==> src/rtl/m_mapping_pkg.sv <==
// Shared constants for the Mitchell-fraction mapping unit and its arbiter.
// Latency: n/a (types and constants only).
// Backpressure: n/a.
package m_mapping_pkg;

  localparam int WL_M  = 31;
  localparam int WL_M2 = WL_M + 3;

  // Mapping segment selector, taken from the two MSBs of the fraction M.
  localparam logic [1:0] MAP_SEL_00 = 2'b00;
  localparam logic [1:0] MAP_SEL_01 = 2'b01;
  localparam logic [1:0] MAP_SEL_10 = 2'b10;
  localparam logic [1:0] MAP_SEL_11 = 2'b11;

endpackage

==> src/rtl/m_mapping.sv <==
// Piecewise Mitchell-fraction correction: M (WL_M bits) -> M2 (WL_M+3 bits).
// Latency: 0 cycles, purely combinational.
// Backpressure: none, no state.
module m_mapping
  import m_mapping_pkg::*;
#(
  parameter int P_WL_M  = WL_M,
  parameter int P_WL_M2 = P_WL_M + 3
) (
  input  logic [P_WL_M-1:0]  m,
  output logic [P_WL_M2-1:0] m2
);

  logic [P_WL_M:0]    one_m;
  logic [P_WL_M:0]    neg_one_m;
  logic [P_WL_M2-1:0] base;
  logic [P_WL_M2-1:0] addend;

  assign one_m     = {1'b1, m};
  assign neg_one_m = -one_m;
  assign base      = {m, 3'b000};

  // Segment correction term; the final sum wraps at WL_M2 bits by design.
  always_comb begin
    addend = '0;
    case (m[P_WL_M-1:P_WL_M-2])
      MAP_SEL_00: addend = {2'b01, m, 1'b0};
      MAP_SEL_01: addend = '0;
      MAP_SEL_10: addend = {2'b11, neg_one_m};
      MAP_SEL_11: addend = {1'b1, neg_one_m, 1'b0};
      default:    addend = '0;
    endcase
  end

  assign m2 = base + addend;

endmodule

==> src/rtl/m_rr_arbiter.sv <==
// Round-robin picker: first asserted request at or after ptr, wrapping at N_REQ.
// Latency: 0 cycles, purely combinational.
// Backpressure: none; the caller masks the grant when it cannot accept.
module m_rr_arbiter #(
  parameter int N_REQ = 4,
  parameter int ID_W  = $clog2(N_REQ)
) (
  input  logic [N_REQ-1:0] req,
  input  logic [ID_W-1:0]  ptr,
  output logic [N_REQ-1:0] gnt,
  output logic [ID_W-1:0]  gnt_idx
);

  logic found;
  int   j;

  // Scan lanes starting at ptr; the first valid lane wins.
  always_comb begin
    gnt     = '0;
    gnt_idx = '0;
    found   = 1'b0;
    j       = 0;
    for (int k = 0; k < N_REQ; k++) begin
      j = int'(ptr) + k;
      if (j >= N_REQ) j = j - N_REQ;
      if (!found && req[j]) begin
        found   = 1'b1;
        gnt[j]  = 1'b1;
        gnt_idx = ID_W'(j);
      end
    end
  end

endmodule

==> src/rtl/m_mapping_arbiter.sv <==
// Shares one m_mapping unit among N_REQ lanes with round-robin grant; result tagged with lane id.
// Latency: 1 cycle accept->out_valid (2 cycles when MAPARB_PIPE2_EN is defined).
// Backpressure: req_ready drops to 0 when the output cannot drain; same-cycle drain+refill keeps 1/cycle.
module m_mapping_arbiter
  import m_mapping_pkg::*;
#(
  parameter int N_REQ = 4,
  parameter int ID_W  = $clog2(N_REQ)
) (
  input  logic                    clk,
  input  logic                    rst_n,
  input  logic [N_REQ-1:0]        req_valid,
  input  logic [N_REQ*WL_M-1:0]   req_m,
  output logic [N_REQ-1:0]        req_ready,
  output logic                    out_valid,
  output logic [WL_M2-1:0]        out_m2,
  output logic [ID_W-1:0]         out_id,
  input  logic                    out_ready
);

  logic [ID_W-1:0]  rr_ptr;
  logic [ID_W-1:0]  next_ptr;
  logic [N_REQ-1:0] arb_gnt;
  logic [ID_W-1:0]  gnt_idx;
  logic [WL_M-1:0]  sel_m;
  logic [WL_M2-1:0] map_m2;
  logic             can_accept;
  logic             xfer;

  m_rr_arbiter #(
    .N_REQ (N_REQ),
    .ID_W  (ID_W)
  ) u_arb (
    .req     (req_valid),
    .ptr     (rr_ptr),
    .gnt     (arb_gnt),
    .gnt_idx (gnt_idx)
  );

  // Select the granted lane's fraction with the one-hot grant (independent of req_m for ready).
  always_comb begin
    sel_m = '0;
    for (int i = 0; i < N_REQ; i++) begin
      sel_m = sel_m | ({WL_M{req_ready[i]}} & req_m[i*WL_M +: WL_M]);
    end
  end

  m_mapping #(
    .P_WL_M  (WL_M),
    .P_WL_M2 (WL_M2)
  ) u_map (
    .m  (sel_m),
    .m2 (map_m2)
  );

  assign req_ready = can_accept ? arb_gnt : '0;
  assign xfer      = |(req_valid & req_ready);
  assign next_ptr  = (gnt_idx == ID_W'(N_REQ - 1)) ? '0 : gnt_idx + 1'b1;

`ifdef MAPARB_PIPE2_EN
  logic             s1_vld;
  logic [WL_M2-1:0] s1_m2;
  logic [ID_W-1:0]  s1_id;
  logic             s2_can;
  logic             s1_adv;

  assign s2_can     = ~out_valid | out_ready;
  assign s1_adv     = s1_vld & s2_can;
  assign can_accept = ~s1_vld | s2_can;

  // Two-entry elastic pipe: stage 1 holds the mapped word, stage 2 is the output register.
  always_ff @(posedge clk or negedge rst_n) begin
    if (!rst_n) begin
      rr_ptr    <= '0;
      s1_vld    <= 1'b0;
      s1_m2     <= '0;
      s1_id     <= '0;
      out_valid <= 1'b0;
      out_m2    <= '0;
      out_id    <= '0;
    end else begin
      if (xfer) begin
        s1_vld <= 1'b1;
        s1_m2  <= map_m2;
        s1_id  <= gnt_idx;
        rr_ptr <= next_ptr;
      end else if (s1_adv) begin
        s1_vld <= 1'b0;
      end
      if (s1_adv) begin
        out_valid <= 1'b1;
        out_m2    <= s1_m2;
        out_id    <= s1_id;
      end else if (out_ready) begin
        out_valid <= 1'b0;
      end
    end
  end
`else
  assign can_accept = ~out_valid | out_ready;

  // Single output register: load on transfer, empty on drain, hold while stalled.
  always_ff @(posedge clk or negedge rst_n) begin
    if (!rst_n) begin
      rr_ptr    <= '0;
      out_valid <= 1'b0;
      out_m2    <= '0;
      out_id    <= '0;
    end else if (xfer) begin
      out_valid <= 1'b1;
      out_m2    <= map_m2;
      out_id    <= gnt_idx;
      rr_ptr    <= next_ptr;
    end else if (out_ready) begin
      out_valid <= 1'b0;
    end
  end
`endif

endmodule
==> config.mk <==
export PLATFORM = sky130hd
export DESIGN_NAME = m_mapping_arbiter
export DESIGN_NICKNAME = d
export VERILOG_FILES = /design/src/rtl/m_mapping_pkg.sv /design/src/rtl/m_mapping.sv /design/src/rtl/m_rr_arbiter.sv /design/src/rtl/m_mapping_arbiter.sv
export SDC_FILE = /design/constraint.sdc
export NUM_CORES = 1
export LEC_CHECK = 0
export CAP_MARGIN = 30
export CORE_AREA = 2 2 124 126
export DETAILED_ROUTE_END_ITERATION = 12
export DIE_AREA = 0 0 126 128
export GPL_ROUTABILITY_DRIVEN = 0
export GPL_TIMING_DRIVEN = 1
export PLACE_DENSITY = 0.78
export SLEW_MARGIN = 20
export SYNTH_ARGS = -nofsm -noshare
export SYNTH_HDL_FRONTEND = slang
export SYNTH_SLANG_ARGS = --single-unit
==> constraint.sdc <==
create_clock -name clk -period 7.2 [get_ports clk]
set_input_delay 1.8 -clock clk [delete_from_list [all_inputs] [get_ports clk]]
set_output_delay 1.8 -clock clk [all_outputs]
set_load 0.01 [all_outputs]
**Run 1: the metal 4 layer**

Scale bar: 50 µm.
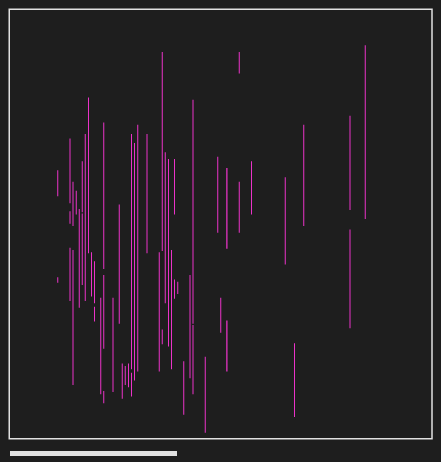
50 nets have wire on it. The layer holds 5.2% of the routed length.

**Run 1: clock routing**

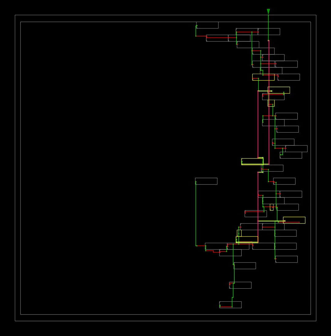
clk ins delay skew pair: 0.28 ns
Flops: 39

**Run 1: I/O pins on the die edge**

Pins as bars across the die edge, other pins in gray.
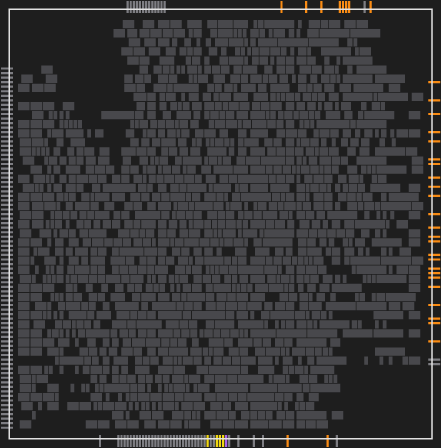
Key: req_ready = yellow [pins 4, direction output, edge bottom]; out_valid = purple [pins 1, direction output, edge bottom]; out_m2 = orange [pins 34, direction output, edge 24 right, 8 top, 2 bottom]

run 1: tightest hold or removal path, stage by stage (launching register included):
cell	delay (ns)
dfrtp_1	0.34
nand2_1	0.05
nand2_1	0.05
run 1: Yosys cell counts (all sizes together), types with 7 or more instances:
library cell  number  area share
a21oi             47       0.036
nor3               8      0.0069
nor4              31       0.052
xnor2             30       0.040
dfrtp             39        0.15
clkbuf            35       0.020
o211ai             7      0.0081
ha                35       0.067
nand3             26       0.024
nand2            139       0.080
o22ai              7      0.0067
and2               8      0.0077
a311oi            15       0.020
a211oi            11       0.013
nand4             11       0.012
inv               51       0.029
buf               31       0.026
a2111oi            8       0.021
o31ai             13       0.017
nor2b              8      0.0088
a21o              11       0.013
xor2              10       0.013
a31oi            102       0.099
nor2              70       0.040
o21ai             34       0.026
run 1: cell families after synthesis:
family          synth area share
other cells             0.000576
simple gates               0.267
mux                       0.0267
xor+xnor                  0.0539
flops                      0.150
fa+ha+maj                 0.0704
compound gates             0.355
buf+inv                   0.0762
run 1: metrics by stage:
step	TNS, ns	hold slack (ns)
after detailed placement	-4.86	0.460
after CTS	0	0.473
after global placement	-2.79	0.457
after global routing	-1.68	0.512
after floorplan	0	0.507
final	-0.0571	0.467
run 1: cell type report:
type	instances	area (µm²)	share of cell area
Clock inverter	2	12.5	0.00115
Clock buffer	6	129	0.0118
Multi-Input combinational cell	742	5390	0.495
Sequential cell	39	976	0.0897
Timing Repair Buffer	451	3940	0.362
Tap cell	188	235	0.0216
Inverter	52	196	0.0180
run 1: state kept, by name, indices dropped and copies added (netlist names), named ones only:
name	flops
out_m2	34
rr_ptr	1
out_valid	1
out_id	2
==> results.py, run 1 <==
# Metrics from the implementation run
metrics = {
    "setup_path": {
        "cp-end-kind": "flip-flop",
        "arrival_ns": 7.42,
        "critPathKind": "input pin to flip-flop",
        "crit_fanout": 6,
        "crit_start": "req_valid[3]",
        "crit_chain": "buf_8 > mux4_2 > buf_6 > a22oi_4 > a31oi_1 > nor4_2 > ha_2 > nand4_1 > buf_6 > nor3_2 > a31oi_1 > o311ai_0 > o21ai_0 > ha_1 > o31ai_1 > a311o_1 > nand3_2 > o41ai_2 > o21ai_1 > o41ai_2 > xor2_1 > o21ai_1",
        "rr_endpoint": "out_m2[32]$_DFFE_PN0P_",
        "cp-start-kind": "input pin",
        "cp_num_cells": 22,
    },
    "worst_hold_path": {
        "hold_path.class": "flip-flop to flip-flop",
        "min_path_cells": 2,
    },
    "outcome": {
        "failed_checks": "negative setup slack",
        "status": "finished with violations",
    },
    "placement": {
        "placed_area_um2": 10200,
        "place_worst_setup_slack_ns": -0.609,
        "port_buffers": 171,
        "dp_hpwl_um": 20600,
    },
    "logic_synthesis": {
        "yosys_warnings": 0,
        "ys.flops": 39,
        "async_reset_ff_frac": 1.00,
        "ys_seq_share": 0.150,
        "yosysCellCount": 899,
        "syn_area_um2": 6500,
    },
    "drt": {
        "drt-total-wl_um": 27700,
        "ant_nets": 0,
        "wl_met3_um": 2610,
        "vias_per_cell": 6.21,
        "top_layer": "met4",
    },
    "layout": {
        "antenna_cells": 0,
        "instances_no_fill": 1480,
        "final_nets": 1458,
        "fin_area_um2": 10900,
        "layout-drive-gt1-share": 0.310,
    },
    "clocking": {
        "cts_tree": "done",
        "cts_root_buffer": "clkbuf_16",
        "clk_pin_slew_ns": 0.06,
        "clock_path_buffers": 2,
        "cts_buffers": 5,
    },
    "grt": {
        "antenna_found_initial": 0,
        "grt_max_degree": 66,
        "global_route.peak_usage_layer": "met2",
        "grt_pass1_wl_um": 41100,
    },
    "die": {
        "rows": 45,
        "die_h_um": 128,
    },
    "timing": {
        "worst_slack_ns": -0.0571,
        "finalSetupViolations": 1,
        "finalCritPeriodShare": 1.01,
    },
}
## Run 2: what changed since run 1
clock period = 8.5 ns   (was 7.2 ns; I/O delays follow)
**Run 2: sizing map**

Scale bar: 50 µm.
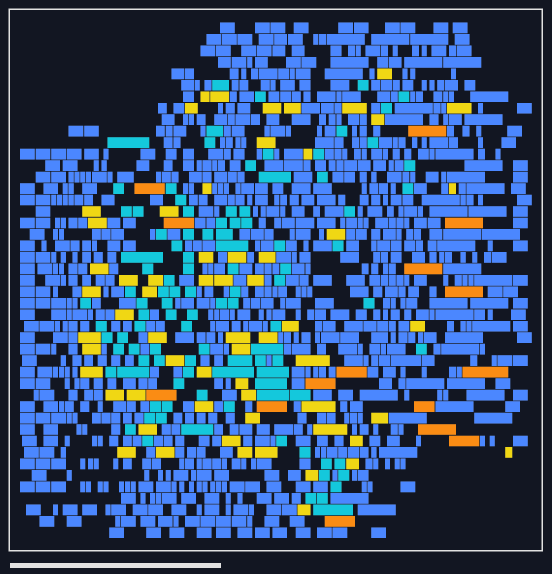
Key: _0 and _1 cells = blue [cells 927, share 84%]; _2 cells = yellow [cells 61, share 5.5%]; _6 and larger = orange [cells 15, share 1.4%]; _3 and _4 cells = cyan [cells 105, share 9.5%]
area delta synth->final: 42.6%
design area: 9280 µm²
non-clock buffer total of the final layout: 267

**Run 2: the metal 4 layer**

Scale bar: 50 µm.
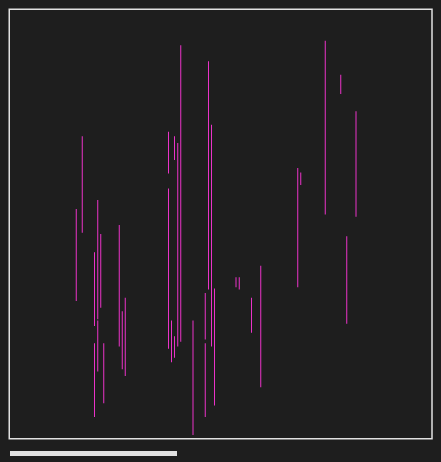
The longest straight run is 88.4 µm. The wires run mostly vertical. 32 nets have wire on it. The layer carries 943 µm of wire. The layer holds 3.9% of the routed length.
via count: 8156
drt total wl: 24000 µm

==> results.py, run 2 <==
# Metrics from the implementation run
metrics = {
    "setup_path": {
        "crit_chain": "clkdlybuf4s50_1 > mux4_2 > a22oi_4 > buf_4 > a31oi_1 > nor4_2 > nand3_2 > or4_1 > o21bai_1 > a31oi_1 > a21o_1 > ha_1 > a211oi_2 > nor2_1 > nor2_1 > nand2_1 > a211o_1 > a311o_1 > a2111oi_0 > buf_4 > o31ai_1 > xnor2_1 > a21oi_1",
        "arrival_ns": 8.45,
        "crit_fanout": 10,
        "rr_endpoint": "out_m2[25]$_DFFE_PN0P_",
        "critPathKind": "input pin to flip-flop",
    },
    "worst_hold_path": {
        "min_path_cells": 2,
        "hold_path.class": "flip-flop to flip-flop",
    },
    "drt": {
        "vias_per_cell": 6.29,
        "ant_nets": 0,
    },
    "timing": {
        "worst_slack_ns": 0.190,
        "hold-worst-slack_ns": 0.473,
        "finalSetupViolations": 0,
        "final.setup.tns_ns": 0,
    },
    "logic_synthesis": {
        "largest_area_cell": "dfrtp_1",
        "synth.top_cells.by_count": "nand2_1 (139), a31oi_1 (101), nor2_1 (70)",
        "top_cells_by_area": "dfrtp_1 (15%), a31oi_1 (9.7%), nand2_1 (8.0%)",
        "ys_seq_share": 0.150,
        "async_reset_ff_frac": 1.00,
        "yosysCellCount": 899,
        "syn_area_um2": 6500,
        "top_cell": "nand2_1",
        "ys.flops": 39,
    },
    "grt": {
        "antenna_found_initial": 0,
    },
    "layout": {
        "layout-drive-gt1-share": 0.163,
        "antenna_cells": 0,
        "final_nets": 1274,
        "largest_registers": "out_m2 (34), out_id (2)",
        "largest_register_ffs": 34,
        "combGateArea_um2": 5170,
        "regMostFlops": "out_m2",
    },
    "clocking": {
        "cts_root_buffer": "clkbuf_16",
        "clkLatencyLatePin_ns": 0.28,
        "clk_pin_slew_ns": 0.06,
        "cts_buffers": 5,
        "cts_tree": "done",
    },
    "die": {
        "rows": 45,
        "die_h_um": 128,
    },
    "outcome": {
        "status": "finished clean",
    },
    "placement": {
        "port_buffers": 171,
        "placed_area_um2": 8970,
        "place_worst_setup_slack_ns": -0.0418,
        "dp_hpwl_um": 18900,
    },
}
[run 2: metrics by stage]
step / instances
after global routing: 1296
after global placement: 1284
after detailed placement: 1284
final: 1296
after floorplan: 899
after CTS: 1292
[run 2: layout make-up]
class	instances	share of cell area
repair buffers	267	0.272
multi-input cells	742	0.557
flip-flops and latches	39	0.105
inverters	52	0.0210
clock buffers	6	0.0150
well taps	188	0.0254
clock inverters	2	0.00378
[run 2: kinds of logic (layout without fill, tap and decap cells)]
logic type               after synthesis  in the layout  share of synthesized area
flip-flops                            39             39                      0.150
adder cells (fa/ha/maj)               36             36                     0.0704
multiplexers                          13             13                     0.0267
AND-OR/OR-AND                        319            319                      0.355
other                                  1              1                   0.000576
buffers and inverters                118            327                     0.0762
XOR/XNOR                              40             40                     0.0539
AND/OR/NAND/NOR                      333            333                      0.267
[run 2: worst max-delay path by stage]
stage                             end  slack, ns
5_1_grt        out_m2[25]$_DFFE_PN0P_      -0.05
6_report       out_m2[25]$_DFFE_PN0P_       0.19
2_1_floorplan  out_m2[25]$_DFFE_PN0P_       0.62
4_1_cts        out_m2[25]$_DFFE_PN0P_       0.24
3_5_place_dp   out_m2[32]$_DFFE_PN0P_      -0.04
3_3_place_gp   out_m2[32]$_DFFE_PN0P_       0.11
[run 2: per-layer routing]
layer	global-route usage	vias to the layer above	wire length [µm]
li1	-	3822	-
met1	0.397	3684	10000
met2	0.452	573	10500
met3	0.0259	77	2450
met4	0.121	0	942
met5	0	-	0
